[src/rtl/uart_loader_pkg.sv]
// Shared types and defaults for the UART block loader.
// Optional checksum stage is enabled by defining UART_LOADER_CHKSUM_EN.
package uart_loader_pkg;

`ifdef UART_LOADER_CHKSUM_EN
  typedef enum logic [1:0] {
    StIdle  = 2'd0,
    StLoad  = 2'd1,
    StChk   = 2'd2,
    StIssue = 2'd3
  } state_e;
`else
  typedef enum logic [1:0] {
    StIdle  = 2'd0,
    StLoad  = 2'd1,
    StIssue = 2'd3
  } state_e;
`endif

  localparam logic [3:0]  CMD_MAGIC_DEF = 4'hA;
  localparam int unsigned HDR_FIRST_BIT = 0;
  localparam int unsigned HDR_LAST_BIT  = 1;
  localparam int unsigned TIMEOUT_DEF   = 50000;

endpackage

[src/rtl/uart_loader_timer.sv]
// Saturating inter-byte idle counter; expired_o is high while the count sits at Cycles.
module uart_loader_timer #(
  parameter int unsigned Cycles = 50000
) (
  input  logic clk_i,
  input  logic reset_i,
  input  logic clear_i,
  input  logic en_i,
  output logic expired_o
);

  localparam int unsigned CntW  = (Cycles > 0) ? $clog2(Cycles + 1) : 1;
  localparam logic [CntW-1:0] Limit = CntW'(Cycles);

  logic [CntW-1:0] count_q, count_d;

  // Clear wins over counting; the count holds once it reaches the limit.
  always_comb begin
    count_d = count_q;
    if (clear_i) begin
      count_d = '0;
    end else if (en_i && (count_q != Limit)) begin
      count_d = count_q + CntW'(1);
    end
  end

  // Count register with synchronous reset.
  always_ff @(posedge clk_i) begin
    if (reset_i) begin
      count_q <= '0;
    end else begin
      count_q <= count_d;
    end
  end

  assign expired_o = (count_q == Limit);

endmodule

[src/rtl/uart_block_loader.sv]
// Assembles UART bytes into fixed-size message blocks for a hash core.
// A header byte (magic in [7:4], first/last flags in [1:0]) opens a packet of
// BLOCK_BYTES payload bytes. Define UART_LOADER_CHKSUM_EN to require a trailing
// XOR checksum byte and expose err_chksum.
module uart_block_loader
  import uart_loader_pkg::*;
#(
  parameter int unsigned BLOCK_BYTES    = 64,
  parameter int unsigned TIMEOUT_CYCLES = TIMEOUT_DEF,
  parameter logic [3:0]  CMD_MAGIC      = CMD_MAGIC_DEF
) (
  input  logic                     clk,
  input  logic                     reset,
  input  logic                     rx_valid,
  input  logic [7:0]               rx_data,
  input  logic                     rx_break,
  output logic                     rx_en,
  output logic                     blk_valid,
  input  logic                     blk_ready,
  output logic [8*BLOCK_BYTES-1:0] blk_data,
  output logic                     blk_first,
  output logic                     blk_last,
  output logic                     busy,
  output logic                     err_timeout,
  output logic                     err_drop
`ifdef UART_LOADER_CHKSUM_EN
 ,output logic                     err_chksum
`endif
);

  localparam int unsigned DataW = 8 * BLOCK_BYTES;
  localparam int unsigned CntW  = $clog2(BLOCK_BYTES + 1);
  localparam logic [CntW-1:0] LastIdx = CntW'(BLOCK_BYTES - 1);

  state_e           state_q;
  logic [DataW-1:0] data_q;
  logic [CntW-1:0]  cnt_q;
  logic             first_q, last_q;
  logic             blk_valid_q;
  logic             err_timeout_q, err_drop_q;
  logic             in_pkt;
  logic             timer_clr;
  logic             timer_expired;
`ifdef UART_LOADER_CHKSUM_EN
  logic [7:0]       chk_q;
  logic             err_chksum_q;
`endif

  // Idle timer runs only while a packet is being received.
`ifdef UART_LOADER_CHKSUM_EN
  assign in_pkt = (state_q == StLoad) || (state_q == StChk);
`else
  assign in_pkt = (state_q == StLoad);
`endif
  // Any received byte restarts the idle count, so a byte beats a coincident timeout.
  assign timer_clr = rx_valid || !in_pkt;

  uart_loader_timer #(
    .Cycles (TIMEOUT_CYCLES)
  ) u_timer (
    .clk_i     (clk),
    .reset_i   (reset),
    .clear_i   (timer_clr),
    .en_i      (in_pkt),
    .expired_o (timer_expired)
  );

  // Packet FSM with registered block and status outputs.
  always_ff @(posedge clk) begin
    if (reset) begin
      state_q       <= StIdle;
      data_q        <= '0;
      cnt_q         <= '0;
      first_q       <= 1'b0;
      last_q        <= 1'b0;
      blk_valid_q   <= 1'b0;
      err_timeout_q <= 1'b0;
      err_drop_q    <= 1'b0;
`ifdef UART_LOADER_CHKSUM_EN
      chk_q         <= '0;
      err_chksum_q  <= 1'b0;
`endif
    end else begin
      err_timeout_q <= 1'b0;
      err_drop_q    <= 1'b0;
`ifdef UART_LOADER_CHKSUM_EN
      err_chksum_q  <= 1'b0;
`endif
      unique case (state_q)
        StIdle: begin
          // Break bytes and non-magic bytes are silently ignored here.
          if (rx_valid && !rx_break && (rx_data[7:4] == CMD_MAGIC)) begin
            first_q <= rx_data[HDR_FIRST_BIT];
            last_q  <= rx_data[HDR_LAST_BIT];
            cnt_q   <= '0;
            data_q  <= '0;
`ifdef UART_LOADER_CHKSUM_EN
            chk_q   <= rx_data;
`endif
            state_q <= StLoad;
          end
        end

        StLoad: begin
          if (rx_valid) begin
            if (rx_break) begin
              state_q <= StIdle;
              data_q  <= '0;
              cnt_q   <= '0;
            end else begin
              data_q <= (data_q << 8) | DataW'(rx_data);
              cnt_q  <= cnt_q + CntW'(1);
`ifdef UART_LOADER_CHKSUM_EN
              chk_q  <= chk_q ^ rx_data;
`endif
              if (cnt_q == LastIdx) begin
`ifdef UART_LOADER_CHKSUM_EN
                state_q <= StChk;
`else
                state_q     <= StIssue;
                blk_valid_q <= 1'b1;
`endif
              end
            end
          end else if (timer_expired) begin
            state_q       <= StIdle;
            err_timeout_q <= 1'b1;
            data_q        <= '0;
            cnt_q         <= '0;
          end
        end

`ifdef UART_LOADER_CHKSUM_EN
        StChk: begin
          if (rx_valid) begin
            if (rx_break) begin
              state_q <= StIdle;
              data_q  <= '0;
              cnt_q   <= '0;
            end else if (rx_data == chk_q) begin
              state_q     <= StIssue;
              blk_valid_q <= 1'b1;
            end else begin
              state_q      <= StIdle;
              err_chksum_q <= 1'b1;
              data_q       <= '0;
              cnt_q        <= '0;
            end
          end else if (timer_expired) begin
            state_q       <= StIdle;
            err_timeout_q <= 1'b1;
            data_q        <= '0;
            cnt_q         <= '0;
          end
        end
`endif

        StIssue: begin
          // Receiver stays enabled, so bytes here are lost and flagged.
          if (rx_valid) begin
            err_drop_q <= 1'b1;
          end
          if (blk_ready) begin
            blk_valid_q <= 1'b0;
            cnt_q       <= '0;
            state_q     <= StIdle;
          end
        end

        default: begin
          state_q     <= StIdle;
          blk_valid_q <= 1'b0;
        end
      endcase
    end
  end

  assign rx_en       = 1'b1;
  assign blk_valid   = blk_valid_q;
  assign blk_data    = data_q;
  assign blk_first   = first_q;
  assign blk_last    = last_q;
  assign busy        = (state_q != StIdle);
  assign err_timeout = err_timeout_q;
  assign err_drop    = err_drop_q;
`ifdef UART_LOADER_CHKSUM_EN
  assign err_chksum  = err_chksum_q;
`endif

endmodule

[config.mk]
export PLATFORM = sky130hd
export DESIGN_NAME = uart_block_loader
export DESIGN_NICKNAME = d
export VERILOG_FILES = /design/src/rtl/uart_loader_pkg.sv /design/src/rtl/uart_loader_timer.sv /design/src/rtl/uart_block_loader.sv
export SDC_FILE = /design/constraint.sdc
export NUM_CORES = 1
export LEC_CHECK = 0
export ABC_AREA = 1
export CAP_MARGIN = 10
export CORE_UTILIZATION = 31
export CTS_BUF_LIST = sky130_fd_sc_hd__clkbuf_8
export CTS_CLUSTER_SIZE = 8
export DETAILED_ROUTE_END_ITERATION = 8
export GPL_TIMING_DRIVEN = 0
export HOLD_SLACK_MARGIN = 0.1
export PLACE_DENSITY = 0.63
export SETUP_SLACK_MARGIN = 0.5
export SLEW_MARGIN = 20
export SYNTH_ARGS = -nofsm -noshare
export SYNTH_HDL_FRONTEND = slang
export SYNTH_SLANG_ARGS = --single-unit
[constraint.sdc]
create_clock -name clk -period 1.7 [get_ports clk]
set_clock_uncertainty 0.05 [all_clocks]
set_input_delay 0.51 -clock clk [delete_from_list [all_inputs] [get_ports clk]]
set_output_delay 0.51 -clock clk [all_outputs]
set_load 0.02 [all_outputs]
==> impl_results.html <==
<h2>Synthesis and place &amp; route</h2>
<table>
<tr><th>Metric</th><th>Value</th></tr>
<tr><th colspan="2">Route</th></tr>
<tr><td>Number of detailed-routing iterations run before antenna repair</td><td>6</td></tr>
<tr><td>Length of routed met3 wiring</td><td>between 6000 and 7000 µm</td></tr>
<tr><td>Number of DRC markers in iteration 0</td><td>1,251</td></tr>
<tr><td>Routed wire length</td><td>about 80,000 µm</td></tr>
<tr><td>Drt via density</td><td>between 4 and 5</td></tr>
<tr><th colspan="2">STA</th></tr>
<tr><td>Final worst slack</td><td>-0.219 ns</td></tr>
<tr><td>Max-slew headroom</td><td>between 40% and 50%</td></tr>
<tr><td>Setup violation total in the final timing report</td><td>between 800 and 900</td></tr>
<tr><td>Worst hold margin</td><td>roughly 0.33 ns</td></tr>
<tr><th colspan="2">Layout</th></tr>
<tr><td>ANT cells</td><td>1</td></tr>
<tr><td>Number of clock buffers in the layout</td><td>approximately 110</td></tr>
<tr><td>Fill count</td><td>about 5.3k</td></tr>
<tr><td>Logic gate fraction of the total cell area</td><td>about 25%</td></tr>
<tr><td>Number of logic inverters in the finished layout</td><td>34</td></tr>
<tr><td>Count of non-CTS buffers in the layout</td><td>between 1k and 1.5k</td></tr>
<tr><td>MI comb area</td><td>roughly 0.0087 mm²</td></tr>
<tr><td>Final core utilization</td><td>a little under three fifths</td></tr>
<tr><th colspan="2">Run status</th></tr>
<tr><td>Run status</td><td>complete, but fails checks</td></tr>
<tr><td>Violated checks</td><td>setup timing</td></tr>
<tr><th colspan="2">Critical path</th></tr>
<tr><td>R2R Setup Slk</td><td>-0.22 ns</td></tr>
<tr><td>Top Family by Delay on Critical Path</td><td>simple AND/OR/NAND/NOR gates</td></tr>
<tr><td>Library cell contributing the largest single delay on the critical path</td><td>dfxtp_2</td></tr>
<tr><td>Required time reported for the critical path endpoint</td><td>roughly 2.2 ns</td></tr>
<tr><td>Setup crit end</td><td>blk_data[210]</td></tr>
<tr><td>Cell repeated most along the worst path</td><td>nand2_2</td></tr>
<tr><th colspan="2">GRT</th></tr>
<tr><td>Most crowded layer after global routing</td><td>met2</td></tr>
<tr><td>Met1 demand-to-capacity share in global routing</td><td>28.0%</td></tr>
<tr><td>Global Route met3 Usage</td><td>7.81%</td></tr>
<tr><td>Antenna violations before repair</td><td>1</td></tr>
<tr><th colspan="2">Place</th></tr>
<tr><td>Placer's final routability congestion estimate</td><td>approximately 0.89</td></tr>
<tr><th colspan="2">Clock tree</th></tr>
<tr><td>Cts-stage hold buffer count</td><td>0</td></tr>
<tr><td>Number of sinks handled by clock tree synthesis</td><td>around 540</td></tr>
<tr><td>Clock tree buffer depth</td><td>3</td></tr>
<tr><th colspan="2">Floorplanning</th></tr>
<tr><td>Width of the die</td><td>around 250 µm</td></tr>
<tr><td>Fp_density</td><td>between 30% and 40%</td></tr>
<tr><th colspan="2">Yosys</th></tr>
<tr><td>Post-Synthesis Net Count</td><td>between 2k and 3k</td></tr>
<tr><td>Post-Synthesis Cells</td><td>about 2.5k</td></tr>
<tr><td>Flop and latch count out of synthesis</td><td>around 540</td></tr>
<tr><th colspan="2">Pwr</th></tr>
<tr><td>Biggest power consumer among the groups</td><td>registers</td></tr>
<tr><td>Post-layout total power</td><td>around 0.025 W</td></tr>
</table>
Figure 1. Gate families picked out.
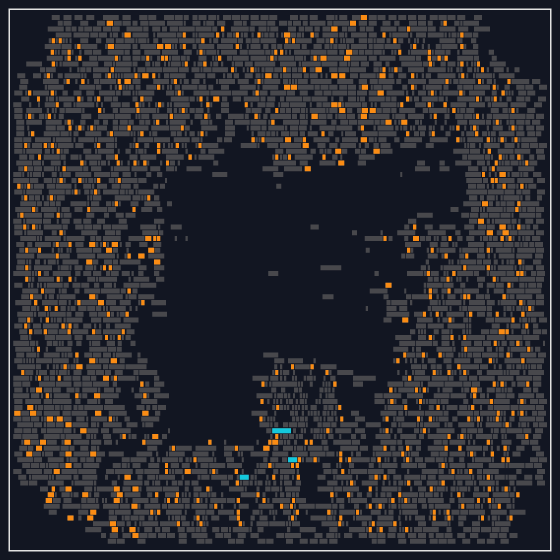
Key: aoi and oai cells = orange [cells 551, most used a21oi_1, where all over the die]; fa/ha/maj cells = cyan [cells 3, most used ha_1]

Figure 2. Clock nets.
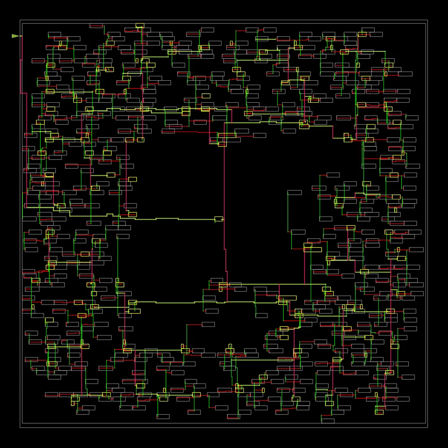
clock-net power: 0.0121 W
total number of sequential cells: 542

Figure 3. Routed metal, one color a layer.
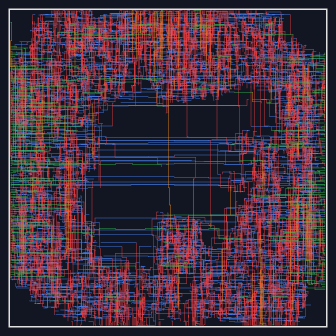
Key: M3 = green [wire length 6,330 µm]; M4 = orange [wire length 3,240 µm]; M1 = blue [wire length 32.9 mm]; M2 = red [wire length 39.5 mm]

Figure 4. Nets reached from selected ports.
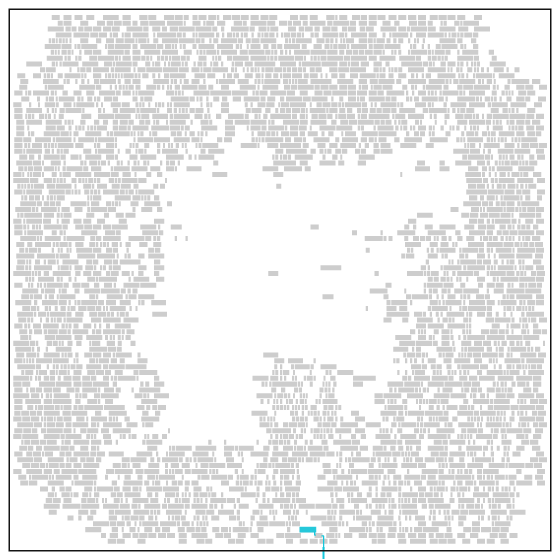
Key: err_timeout = cyan [bits 1, direction output, edge south, end cells 1, buffers 1, wire 9.40 µm]
Boundary Pins: 532
total of buffers placed on input and output ports: 529

Figure 5. Clock wires, drivers and flops.
Bar = 100 µm.
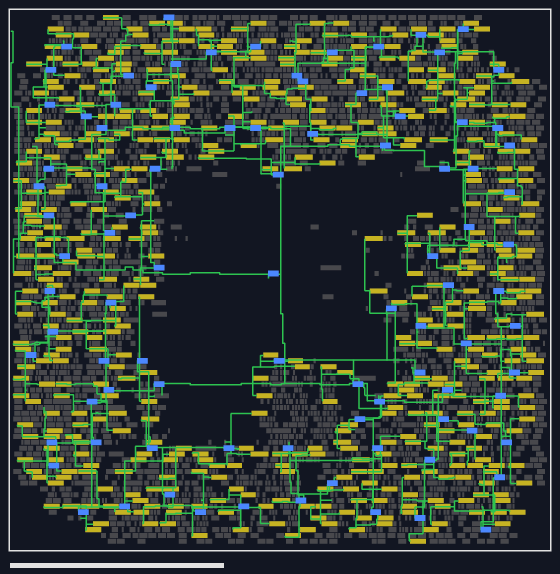
Key: clock-net drivers = blue [count 93]; clock wires = green [length 7,900 µm]; flip-flops = yellow [count 542]
Position of the flops: all over the die.

Power and IR drop assume default switching activity.
